Fig. 1: run 1, where the registers sit
Scale: 2 px per um. Other sequential cells in the stronger grey, the rest of the logic in the fainter grey.
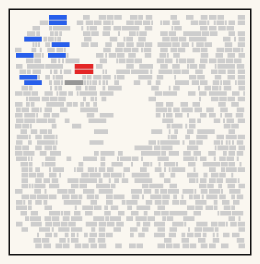
Fig. 2: run 1, routing congestion
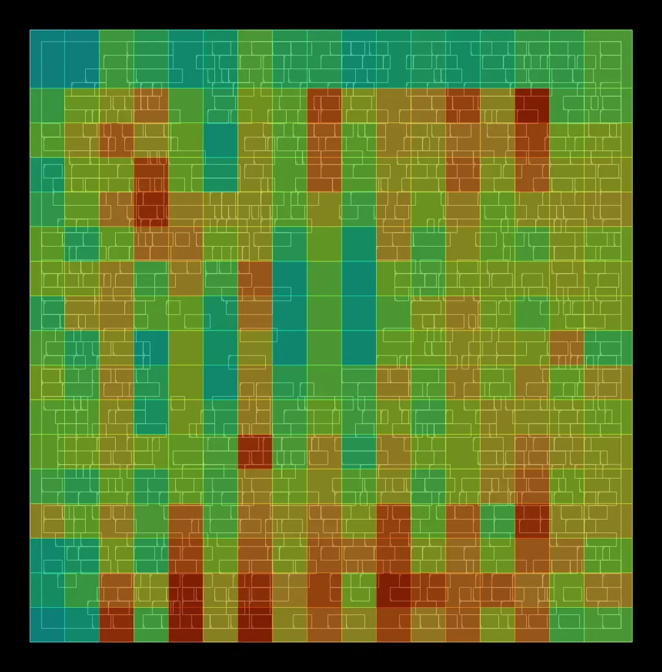
Fig. 3: run 1, pin map
Scale: 4 px per um. Pins as bars across the die edge, other pins in grey.
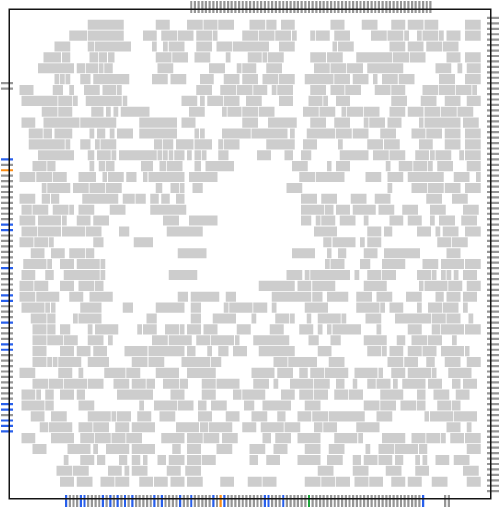
File: config.mk
export PLATFORM = sky130hd
export DESIGN_NAME = dual_master_bus_arbiter
export DESIGN_NICKNAME = d
export VERILOG_FILES = /design/src/rtl/bus_if_types_pkg.sv /design/src/rtl/bus_watchdog.sv /design/src/rtl/dual_master_bus_arbiter.sv
export SDC_FILE = /design/constraint.sdc
export NUM_CORES = 1
export LEC_CHECK = 0
export ABC_AREA = 1
export CAP_MARGIN = 5
export CORE_AREA = 2 2 118 120
export CTS_CLUSTER_SIZE = 8
export DETAILED_ROUTE_END_ITERATION = 8
export DIE_AREA = 0 0 120 122
export GPL_TIMING_DRIVEN = 0
export MAX_ROUTING_LAYER = met4
export PLACE_DENSITY_LB_ADDON = 0.05
export SETUP_SLACK_MARGIN = 0.15
export SYNTH_ARGS = -nofsm -noshare
export SYNTH_HDL_FRONTEND = slang
export SYNTH_SLANG_ARGS = --single-unit
File: constraint.sdc
create_clock -name clk -period 1.4 [get_ports clk]
set_input_delay 0.14 -clock clk [delete_from_list [all_inputs] [get_ports clk]]
set_output_delay 0.14 -clock clk [all_outputs]
set_load 0.02 [all_outputs]
File: src/rtl/bus_if_types_pkg.sv
// Shared bus transfer types used by the core's masters and slaves,
// plus the state encoding of the dual-master arbiter.
package bus_if_types_pkg;

  typedef enum logic {
    READ  = 1'b0,
    WRITE = 1'b1
  } ttype_e;

  typedef enum logic [1:0] {
    BYTE = 2'b00,
    HALF = 2'b01,
    WORD = 2'b10
  } tsize_e;

  typedef enum logic [1:0] {
    IDLE  = 2'b00,
    OWN_I = 2'b01,
    OWN_D = 2'b10
  } arb_state_e;

  // Tie-break: fixed priority always favours data; round robin follows ptr_d.
  function automatic arb_state_e arb_pick(input logic rr, input logic ptr_d,
                                          input logic i_req, input logic d_req);
    arb_state_e pick;
    pick = IDLE;
    if (i_req && d_req) pick = (rr && !ptr_d) ? OWN_I : OWN_D;
    else if (d_req)     pick = OWN_D;
    else if (i_req)     pick = OWN_I;
    return pick;
  endfunction

endpackage

File: src/rtl/bus_watchdog.sv
// Counts cycles an active transfer waits for completion and flags expiry.
// TIMEOUT_CYCLES = 0 disables the watchdog entirely.
module bus_watchdog #(
  parameter int unsigned TIMEOUT_CYCLES = 255
) (
  input  logic clk,
  input  logic rst_n,
  input  logic start,
  input  logic done,
  output logic expired
);

  localparam int unsigned CW = ($clog2(TIMEOUT_CYCLES + 1) > 1) ? $clog2(TIMEOUT_CYCLES + 1) : 1;
  localparam logic [CW-1:0] LAST = CW'((TIMEOUT_CYCLES == 0) ? 0 : TIMEOUT_CYCLES - 1);
  localparam bit ENABLED = (TIMEOUT_CYCLES != 0);

  logic [CW-1:0] cnt;

  // cnt holds the number of completed waiting cycles, so the current cycle is cnt+1.
  assign expired = ENABLED && start && !done && (cnt == LAST);

  always_ff @(posedge clk or negedge rst_n) begin
    if (!rst_n) begin
      cnt <= '0;
    end else if (!start || done || expired) begin
      cnt <= '0;
    end else begin
      cnt <= cnt + 1'b1;
    end
  end

endmodule

File: src/rtl/dual_master_bus_arbiter.sv
// Merges the instruction and data bus masters onto one slave port, one
// transfer at a time, with a watchdog that terminates hung transfers.
module dual_master_bus_arbiter
  import bus_if_types_pkg::*;
#(
  parameter bit          ROUND_ROBIN    = 1'b1,
  parameter int unsigned TIMEOUT_CYCLES = 255
) (
  input  logic        clk,
  input  logic        rst_n,
  input  logic        i_breq,
  input  ttype_e      i_ttype,
  input  tsize_e      i_tsize,
  input  logic [31:0] i_addr,
  input  logic [31:0] i_wdata,
  output logic [31:0] i_rdata,
  output logic        i_bdone,
  input  logic        d_breq,
  input  ttype_e      d_ttype,
  input  tsize_e      d_tsize,
  input  logic [31:0] d_addr,
  input  logic [31:0] d_wdata,
  output logic [31:0] d_rdata,
  output logic        d_bdone,
  output logic        s_bstart,
  output logic        s_breq,
  output ttype_e      s_ttype,
  output tsize_e      s_tsize,
  output logic [31:0] s_addr,
  output logic [31:0] s_wdata,
  input  logic [31:0] s_rdata,
  input  logic        s_bdone,
  output logic        timeout_err
);

  arb_state_e state, state_nxt;
  logic       ptr_d;
  logic       own_i, own_d;
  logic       expired;
  logic       xfer_end;

  assign own_i    = (state == OWN_I);
  assign own_d    = (state == OWN_D);
  assign s_bstart = own_i | own_d;
  assign s_breq   = s_bstart;

  bus_watchdog #(
    .TIMEOUT_CYCLES(TIMEOUT_CYCLES)
  ) u_watchdog (
    .clk    (clk),
    .rst_n  (rst_n),
    .start  (s_bstart),
    .done   (s_bdone),
    .expired(expired)
  );

  assign xfer_end    = s_bstart && (s_bdone || expired);
  assign timeout_err = expired;

  // The finishing master's breq still describes the transfer just completed,
  // so it is masked; only the other master can take the bus without a bubble.
  always_comb begin
    state_nxt = state;
    case (state)
      IDLE:  state_nxt = arb_pick(ROUND_ROBIN, ptr_d, i_breq, d_breq);
      OWN_I: if (xfer_end) state_nxt = s_bdone ? arb_pick(ROUND_ROBIN, ptr_d, 1'b0, d_breq) : IDLE;
      OWN_D: if (xfer_end) state_nxt = s_bdone ? arb_pick(ROUND_ROBIN, ptr_d, i_breq, 1'b0) : IDLE;
      default: state_nxt = IDLE;
    endcase
  end

  always_ff @(posedge clk or negedge rst_n) begin
    if (!rst_n) begin
      state <= IDLE;
      ptr_d <= 1'b1;
    end else begin
      state <= state_nxt;
      if (ROUND_ROBIN && xfer_end) ptr_d <= own_i;
    end
  end

  always_comb begin
    s_ttype = READ;
    s_tsize = WORD;
    s_addr  = '0;
    s_wdata = '0;
    case (state)
      OWN_I: begin
        s_ttype = i_ttype;
        s_tsize = i_tsize;
        s_addr  = i_addr;
        s_wdata = i_wdata;
      end
      OWN_D: begin
        s_ttype = d_ttype;
        s_tsize = d_tsize;
        s_addr  = d_addr;
        s_wdata = d_wdata;
      end
      default: ;
    endcase
  end

  assign i_bdone = own_i && (s_bdone || expired);
  assign d_bdone = own_d && (s_bdone || expired);
  assign i_rdata = (own_i && s_bdone) ? s_rdata : '0;
  assign d_rdata = (own_d && s_bdone) ? s_rdata : '0;

`ifndef SYNTHESIS
  // A master must keep its request and fields steady until it sees bdone.
  a_i_hold: assert property (@(posedge clk) disable iff (!rst_n)
    (i_breq && !i_bdone) |=> (i_breq && $stable({i_ttype, i_tsize, i_addr, i_wdata})));
  a_d_hold: assert property (@(posedge clk) disable iff (!rst_n)
    (d_breq && !d_bdone) |=> (d_breq && $stable({d_ttype, d_tsize, d_addr, d_wdata})));
`endif

endmodule

==> impl_metrics.ini, run 1 <==
; yosys + openroad results
[final_timing]
setup_violations = 139
setup_ws_ns = -0.440

[cts]
cts_max_level = 1
cts_tree = done

[synth]
syn_avg_cell_area_um2 = 4.98
top_cell = nand2_1
ys_top_logic_family = simple AND/OR/NAND/NOR gates
synth_cell_types = 24

[die]
initCoreUtil_pct = 15.1

[worst_setup_path]
r2r_slack_ns = -0.18
cp-start-kind = flop
r2r-end = state[1]

[final_layout]
regMostFlops = u_watchdog.cnt
nClkBuffers = 3
logic_gate_count = 323

[power_and_ir_drop]
p_total_w = 0.0111
intPower_w = 0.00556
pwr-share-clk_pct = 4.8

[placed_design]
hpwl_um = 11800

[route]
drtAntennaViolNets = 0
dr_wl_met2_um = 8330

[outcome]
status = complete, but fails checks
violations = setup timing

[job]
cap_violations = 0
## Picture notes: Fig. 1
- blue: u_watchdog.cnt (flops 8; where upper left)
- red: state (flops 2)
FF/Latch Area: 279 um2
seq pwr: 0.000437 W
sequential share of cell area: 3.43%
Layout Utilization: 60.2%

## Picture notes: Fig. 2
GRT met1 Usage: 19.9%
gr busiest metal: met2

## Picture notes: Fig. 3
- green: d_ttype (pins 1; direction input; edge bottom)
- blue: d_addr (pins 32; direction input; edge 18 bottom, 14 left)
- orange: s_tsize (pins 2; direction output; edge 1 left, 1 bottom)
- all pins by edge: 100 bottom, 88 right, 66 top, 53 left
die width: 120 um
PortBufs: 306

## Run 2: what changed since run 1
--- a/config.mk
+++ b/config.mk
@@ -6,14 +6,17 @@
 export NUM_CORES = 1
 export LEC_CHECK = 0
 export ABC_AREA = 1
+export ABC_CLOCK_PERIOD_IN_PS = 1400
 export CAP_MARGIN = 5
 export CORE_AREA = 2 2 118 120
 export CTS_CLUSTER_SIZE = 8
 export DETAILED_ROUTE_END_ITERATION = 8
 export DIE_AREA = 0 0 120 122
+export GPL_ROUTABILITY_DRIVEN = 1
 export GPL_TIMING_DRIVEN = 0
 export MAX_ROUTING_LAYER = met4
 export PLACE_DENSITY_LB_ADDON = 0.05
+export REMOVE_ABC_BUFFERS = 1
 export SETUP_SLACK_MARGIN = 0.15
 export SYNTH_ARGS = -nofsm -noshare
 export SYNTH_HDL_FRONTEND = slang
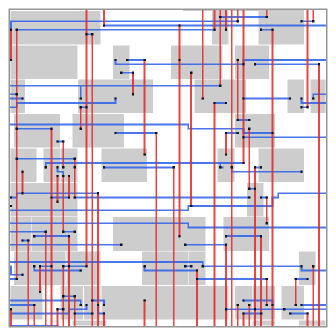
Fig. 4. Layout detail (run 2).
Window x 48 to 73, y 24 to 49 um. Cells in grey, sequential cells in the stronger grey; small squares are vias.
- red: M2
- blue: M1
- most frequent: nand2_1 (11), clkdlybuf4s50_1 (8)
- cells with their middle in the window: 35
- sequential cells in the window: 0

==> impl_metrics.ini, run 2 <==
; yosys + openroad results
[placed_design]
hpwl_um = 10700
placed_cell_area_um2 = 5220
portBuffers = 306
place_inst = 869

[final_layout]
buffers = 361
regMostFlops = u_watchdog.cnt
nClkBuffers = 4
nFlopsAndLatches = 11
layout-drive-gt1-share_pct = 41.9
logic_gate_count = 325
final_cell_mix = 169 x clkdlybuf4s50_1, 145 x nand2_1, 95 x buf_4
regArea_um2 = 279
fin_cells = 932
seq_share_pct = 4.26

[global_routing]
grt_pass1_vias = 3610
use_met1_pct = 23.2
top_usage_layer = met2

[hold_path]
hold_path.class = input port to async pin

[outcome]
violations = setup timing
status = complete, but fails checks

[route]
top_layer = met4
dr_wl_met2_um = 8860
drtAntennaViolNets = 0

[cts]
cts_made_buffers = 3
cts_tree = done
clkTransAtPathRegs_ns = 0.04
cts_root_buf = clkbuf_16
clock.latency.late_pin_ns = 0.24

[job]
cap_violations = 0

[worst_setup_path]
cp-start-kind = flop
r2r_slack_ns = -0.33
crit_required_ns = 1.26
r2r-end = state[0]
worst-path-stages = 6
end_kind = output port

[final_timing]
setup_violations = 145
setup_ws_ns = -0.471

[power_and_ir_drop]
p_total_w = 0.00887
intPower_w = 0.00435
pg_seq_w = 0.000431
pwr-share-clk_pct = 5.9

[die]
initCoreUtil_pct = 15.1
die_w_um = 120

[synth]
synth_cell_types = 24
top_cell = nand2_1
syn_avg_cell_area_um2 = 4.98
## Run 3: what changed since run 2
--- a/config.mk
+++ b/config.mk
@@ -7,9 +7,9 @@
 export LEC_CHECK = 0
 export ABC_AREA = 1
 export ABC_CLOCK_PERIOD_IN_PS = 1400
-export CAP_MARGIN = 5
+export CAP_MARGIN = 10
 export CORE_AREA = 2 2 118 120
-export CTS_CLUSTER_SIZE = 8
+export CTS_CLUSTER_SIZE = 24
 export DETAILED_ROUTE_END_ITERATION = 8
 export DIE_AREA = 0 0 120 122
 export GPL_ROUTABILITY_DRIVEN = 1
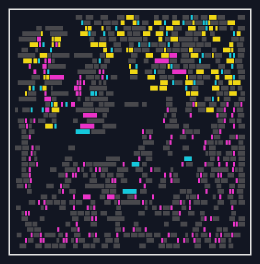
Fig. 5. Logic cells by family (run 3).
Scale: 2 px per um.
- yellow: nor cells (cells 81)
- cyan: inv cells (cells 51)
- magenta: nand cells (cells 163; where all over the die)

==> impl_metrics.ini, run 3 <==
; yosys + openroad results
[outcome]
status = complete, but fails checks
violations = setup timing

[route]
drtAntennaViolNets = 0

[global_routing]
grt_pass1_vias = 3610
top_usage_layer = met2

[power_and_ir_drop]
pg_seq_w = 0.000431
p_total_w = 0.00887
pwr-share-clk_pct = 5.9

[placed_design]
portBuffers = 306

[die]
die_w_um = 120

[cts]
cts_tree = done
clock.latency.late_pin_ns = 0.24
cts_max_level = 1

[final_timing]
setup_ws_ns = -0.471
setup_violations = 145

[final_layout]
logic_gate_count = 325
buffers = 361
regMostFlops = u_watchdog.cnt
final_cell_mix = 169 x clkdlybuf4s50_1, 145 x nand2_1, 95 x buf_4
layout-drive-gt1-share_pct = 41.9
fin_cells = 932
nClkBuffers = 4
regArea_um2 = 279
nFlopsAndLatches = 11

[worst_setup_path]
end_kind = output port
worst-path-stages = 6
cp-start-kind = flop

[synth]
synth_cell_types = 24
syn_avg_cell_area_um2 = 4.98

[job]
cap_violations = 0
Power figures rest on the tool's default switching activity, not on a simulated workload.
